--- src/rtl/inst_prefetch_queue.sv ---
// -----------------------------------------------------------------------------
// inst_prefetch_queue
//
// Instruction-fetch front end placed directly ahead of the IF stage. It fetches
// sequential instruction words from a variable-latency instruction memory and
// holds them in a small FIFO, each word stored with its PC. The head entry is
// presented to the IF/ID register. A redirect (taken branch or jump) flushes
// every buffered word and any word still in flight, then fetching restarts at
// the redirect target.
//
// Ports:
//   clk            rising-edge clock
//   rst            asynchronous active-low reset (0 = reset)
//   redirect       taken branch/jump this cycle
//   redirect_addr  new fetch target, valid while redirect=1
//   deq            IF/ID consumes the head entry
//   inst_valid     head entry present
//   inst           head instruction word
//   inst_pc        PC of the head instruction
//   pc_plus4       inst_pc + 4
//   count          current FIFO occupancy
//   mem_req        one-cycle fetch request strobe
//   mem_addr       fetch address (always equal to the fetch PC)
//   mem_rsp_valid  one-cycle response strobe from memory
//   mem_rsp_data   returned instruction word
// -----------------------------------------------------------------------------
module inst_prefetch_queue #(
  parameter int          DEPTH    = 4,
  parameter logic [31:0] RESET_PC = 32'h0000_0000
) (
  input  logic                       clk,
  input  logic                       rst,
  input  logic                       redirect,
  input  logic [31:0]                redirect_addr,
  input  logic                       deq,
  output logic                       inst_valid,
  output logic [31:0]                inst,
  output logic [31:0]                inst_pc,
  output logic [31:0]                pc_plus4,
  output logic [$clog2(DEPTH+1)-1:0] count,
  output logic                       mem_req,
  output logic [31:0]                mem_addr,
  input  logic                       mem_rsp_valid,
  input  logic [31:0]                mem_rsp_data
);

  localparam int CW = $clog2(DEPTH + 1);
  localparam int PW = $clog2(DEPTH);
  localparam logic [CW-1:0] DEPTH_C = CW'(DEPTH);

  typedef enum logic [1:0] {
    IDLE    = 2'd0,
    WAIT    = 2'd1,
    DISCARD = 2'd2
  } state_t;

  state_t          state_q, state_d;
  logic [31:0]     fetch_pc_q, fetch_pc_d;
  logic [PW-1:0]   rd_ptr_q, rd_ptr_d;
  logic [PW-1:0]   wr_ptr_q, wr_ptr_d;
  logic [CW-1:0]   count_q, count_d;

  logic [31:0]     inst_mem [DEPTH];
  logic [31:0]     pc_mem   [DEPTH];

  logic            push;
  logic            pop;
  logic            not_empty;

  assign not_empty = (count_q != '0);

  // A request reserves the slot its response will fill, so a push can never
  // find the FIFO full. Gating with rst keeps the strobe low while in reset.
  assign mem_req  = rst & (state_q == IDLE) & (count_q < DEPTH_C) & ~redirect;
  assign mem_addr = fetch_pc_q;

  // Only a response to a live (non-discarded) request is stored, and a
  // redirect in the same cycle kills it as well.
  assign push = (state_q == WAIT) & mem_rsp_valid & ~redirect;
  // Redirect flushes the FIFO, so it overrides any dequeue.
  assign pop  = deq & not_empty & ~redirect;

  // Head outputs are forced to zero when empty so that reset shows all-zero.
  assign inst_valid = not_empty;
  assign count      = count_q;
  assign inst       = not_empty ? inst_mem[rd_ptr_q] : 32'h0;
  assign inst_pc    = not_empty ? pc_mem[rd_ptr_q]   : 32'h0;
  assign pc_plus4   = not_empty ? (pc_mem[rd_ptr_q] + 32'd4) : 32'h0;

  // Storage carries no reset: its contents are only visible through
  // entries counted in count_q.
  always_ff @(posedge clk) begin
    if (push) begin
      inst_mem[wr_ptr_q] <= mem_rsp_data;
      pc_mem[wr_ptr_q]   <= fetch_pc_q;
    end
  end

  always_comb begin
    state_d    = state_q;
    fetch_pc_d = fetch_pc_q;
    case (state_q)
      IDLE: begin
        if (redirect) begin
          fetch_pc_d = redirect_addr;
        end else if (mem_req) begin
          state_d = WAIT;
        end
      end
      WAIT: begin
        if (mem_rsp_valid) begin
          state_d = IDLE;
          if (redirect) begin
            fetch_pc_d = redirect_addr;
          end else begin
            fetch_pc_d = fetch_pc_q + 32'd4;
          end
        end else if (redirect) begin
          // The in-flight word belongs to the old path; drop it on arrival.
          fetch_pc_d = redirect_addr;
          state_d    = DISCARD;
        end
      end
      DISCARD: begin
        if (mem_rsp_valid) begin
          state_d = IDLE;
        end
        if (redirect) begin
          fetch_pc_d = redirect_addr;
        end
      end
      default: begin
        state_d = IDLE;
      end
    endcase
  end

  always_comb begin
    rd_ptr_d = rd_ptr_q;
    wr_ptr_d = wr_ptr_q;
    count_d  = count_q;
    if (redirect) begin
      rd_ptr_d = '0;
      wr_ptr_d = '0;
      count_d  = '0;
    end else begin
      if (push) begin
        wr_ptr_d = wr_ptr_q + PW'(1);
      end
      if (pop) begin
        rd_ptr_d = rd_ptr_q + PW'(1);
      end
      case ({push, pop})
        2'b10:   count_d = count_q + CW'(1);
        2'b01:   count_d = count_q - CW'(1);
        default: count_d = count_q;
      endcase
    end
  end

  always_ff @(posedge clk or negedge rst) begin
    if (!rst) begin
      state_q    <= IDLE;
      fetch_pc_q <= RESET_PC;
      rd_ptr_q   <= '0;
      wr_ptr_q   <= '0;
      count_q    <= '0;
    end else begin
      state_q    <= state_d;
      fetch_pc_q <= fetch_pc_d;
      rd_ptr_q   <= rd_ptr_d;
      wr_ptr_q   <= wr_ptr_d;
      count_q    <= count_d;
    end
  end

endmodule

--- config.mk ---
export PLATFORM = sky130hd
export DESIGN_NAME = inst_prefetch_queue
export DESIGN_NICKNAME = d
export VERILOG_FILES = /design/src/rtl/inst_prefetch_queue.sv
export SDC_FILE = /design/constraint.sdc
export NUM_CORES = 1
export LEC_CHECK = 0
export CORE_MARGIN = 5
export CORE_UTILIZATION = 26
export DETAILED_ROUTE_END_ITERATION = 10
export GPL_ROUTABILITY_DRIVEN = 1
export SETUP_SLACK_MARGIN = 0.1
export SLEW_MARGIN = 25
export SYNTH_ARGS = -nofsm -noshare
export SYNTH_HDL_FRONTEND = slang
export SYNTH_SLANG_ARGS = --single-unit
--- constraint.sdc ---
create_clock -name clk -period 3.1 [get_ports clk]
set_clock_uncertainty 0.2 [all_clocks]
set_input_delay 0.31 -clock clk [delete_from_list [all_inputs] [get_ports clk]]
set_output_delay 0.31 -clock clk [all_outputs]
set_load 0.005 [all_outputs]
Fig. 1: PDN straps and rails
Pins as bars on the die edge.
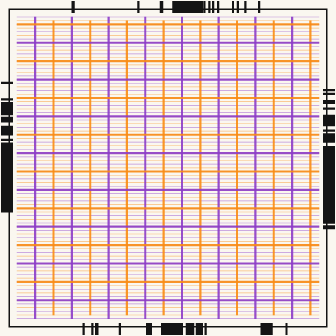
[orange] VDD
[purple] VSS
rows: 82
met5 straps: 16
met4 straps: 16
met1 rails: 83
signal pins: 202
Core ar.: 49900 um2
DIE HEIGHT: 234 um
Max VDD drop: 0.330 mV

Fig. 2: placement by cell class
The bar under the picture is 50 um long.
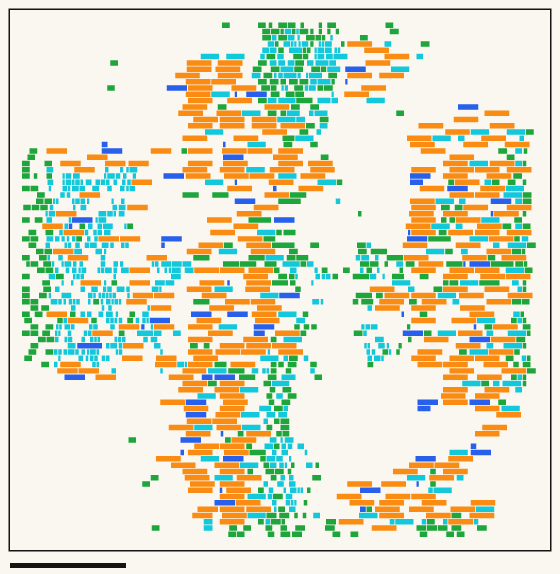
[cyan] combinational and other logic | cells: 490
[orange] flops | cells: 297
[blue] clock drivers and dummy loads | cells: 61
[green] other buffers and delay cells | cells: 358
fin util: 0.372
row count: 82
final instance area: 18500 um2

Fig. 3: clock wires, drivers and flops
The bar under the picture is 50 um long.
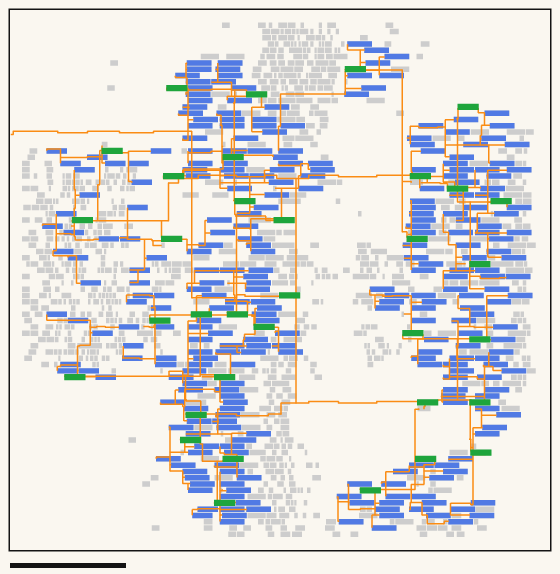
[blue] flip-flops | count: 297
[green] clock drivers | count: 34
[orange] clock wires | length: 3830 um
routed clock nets: 35
flops lie: spread over the die

Fig. 4: wiring by layer
Only two layers are drawn.
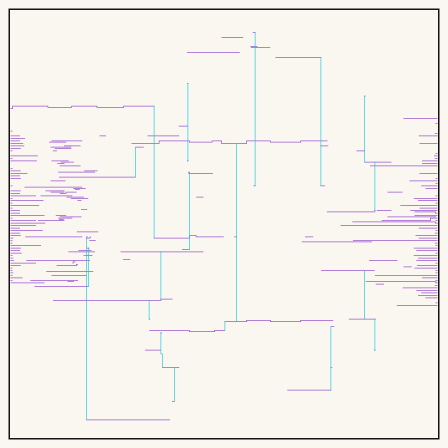
[purple] metal 3 | wire length: 2450 um
[cyan] metal 4 | wire length: 764 um

Fig. 5: the clock network
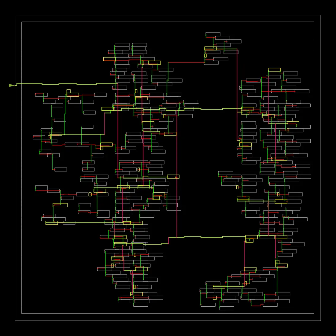
Power Clock: 0.00377 W
flop count: 297
clock sinks: 297

==> run summary <==
run results: Area Overhead vs Synth 42.5%, clock network power share 0.268, internal power 0.00995 W, CP Capture Point pc_plus4[31], Comb gates 475, core utilization at floorplan 0.261, Syn Std Cell Area 13000 um2, Pins Over Slew Limit 0, H-tree depth 2, net switching power 0.00413 W, Register Area 8720 um2, Cell variety after synth 56, CP most frequent cell buf_12, top power group combinational logic, combinational power 0.00553 W, Slew HR 0.610, tap cells 672, RSZ-0062 raised after global routing yes, largest cell class by area sequential cells, Seq area share 0.470, Die X-Extent 234 um, clock buffer count 44, logic area 4250 um2, Placer Congestion 0.827, M1 wire length 16.2 mm, max cap viols 0, Chip Area, Yosys 13000 um2, critical path fanouts, max 8, Design Power 0.0141 W, Routed WL 36.8 mm, clock slew at reported path FFs 0.06 ns, f_max 294 MHz, Crit path largest cell delay 0.58 ns, Final TNS setup -5.64 ns, met2 Use GR 0.211, critical path class reg2out, vias in the first global route 8826, Yosys top cell by area edfxtp_1, clock buffer depth 3, fillcell total 4732, vias 8653, Worst R2R Setup Slack 0.51 ns, crit path cell chain buf_12 > buf_16 > mux4_2 > and2_4 > nand4_4 > buf_12 > buf_6 > nor3_4 > xnor2_1 > nor2_1 > buf_2, Yosys top cell by instances edfxtp_1, Max stage delay cell, worst path dfrtp_4, Top-area cell share 0.591, Residual DRC 0, initial antenna violation count 0, met1 usage 0.180, static leakage 6.87 nW, cts bufs inserted 34, ys flops 297, aoi/oai-family share of the synthesized area 0.0475, pwr dens 760 nW/um2, Crit path depth 11, first-pass iteration count of the detailed router 5, run status finished with violations, Post-CTS Setup Bufs 51, Slew @ Worst Pin 0.584 ns, Hold Path Depth 3, Non-Clock Inverter Count 15, CP endpoint kind output port, Reg power frac 0.339, Final period util 1.10, Post-synth area hogs edfxtp_1 (59%), mux4_2 (10%), dfrtp_1 (7.9%), and2_1 (3.2%), nor2_1 (1.9%), met3 Usage GRT 0.0329, Crit path max-delay family buffers and inverters, Chip Footprint 54600 um2, Cell Count, Final, Fillers Out 1878, failing checks negative setup slack, drt wl/cell 19.6 um, Setup violations, final 38, Dominant combinational family multiplexers, Syn Inst Count 838, Layout clock area frac 0.0573, most frequent cells in the layout edfxtp_1 (256), clkdlybuf4s50_1 (103), buf_6 (75), buf_4 (73), mux4_2 (64), XOR Share, Synth 0.0209, commonest cells in the netlist edfxtp_1 (256), and2_1 (66), nor2_1 (65), mux4_2 (58), dfrtp_1 (41), Top Layer Used met4, antenna fix cells 0, Starting DRT DRC Count 478, met3 WL post-DR 2.45 mm, Commonest flop edfxtp_1, fin worst setup slack -0.301 ns, Async SR Flop Fraction 0.138, share of cells above drive strength 1 0.358, total global-route track usage 0.132, I/O pin count 202, Crit path arrival time 2.89 ns, ys cells 838, EDFF count, synth 256, share of cell area taken by multi-input logic gates 0.229, met2 WL 17.4 mm, reg2reg path depth 9, root buf cell clkbuf_16, Synth Area in Simple Gates 0.113, Hold WC Path Type in2reg, global-route wire length before repair 54.7 mm, OpenROAD warnings 31, Area after DPL 16400 um2, sw frac 0.293, Seq/Total Area, Yosys 0.670, Latency at later pin 0.54 ns, Top cell excl fill/tap edfxtp_1, Non-clk bufs 358, ANT nets after route 0, Critical Path RT 2.59 ns, DP Worst Slack -0.213 ns, hold-fix buffers at CTS 2, Final Hold Vio Count 0, Startpoint Class flop
Power figures rest on the tool's default switching activity, not on a simulated workload.
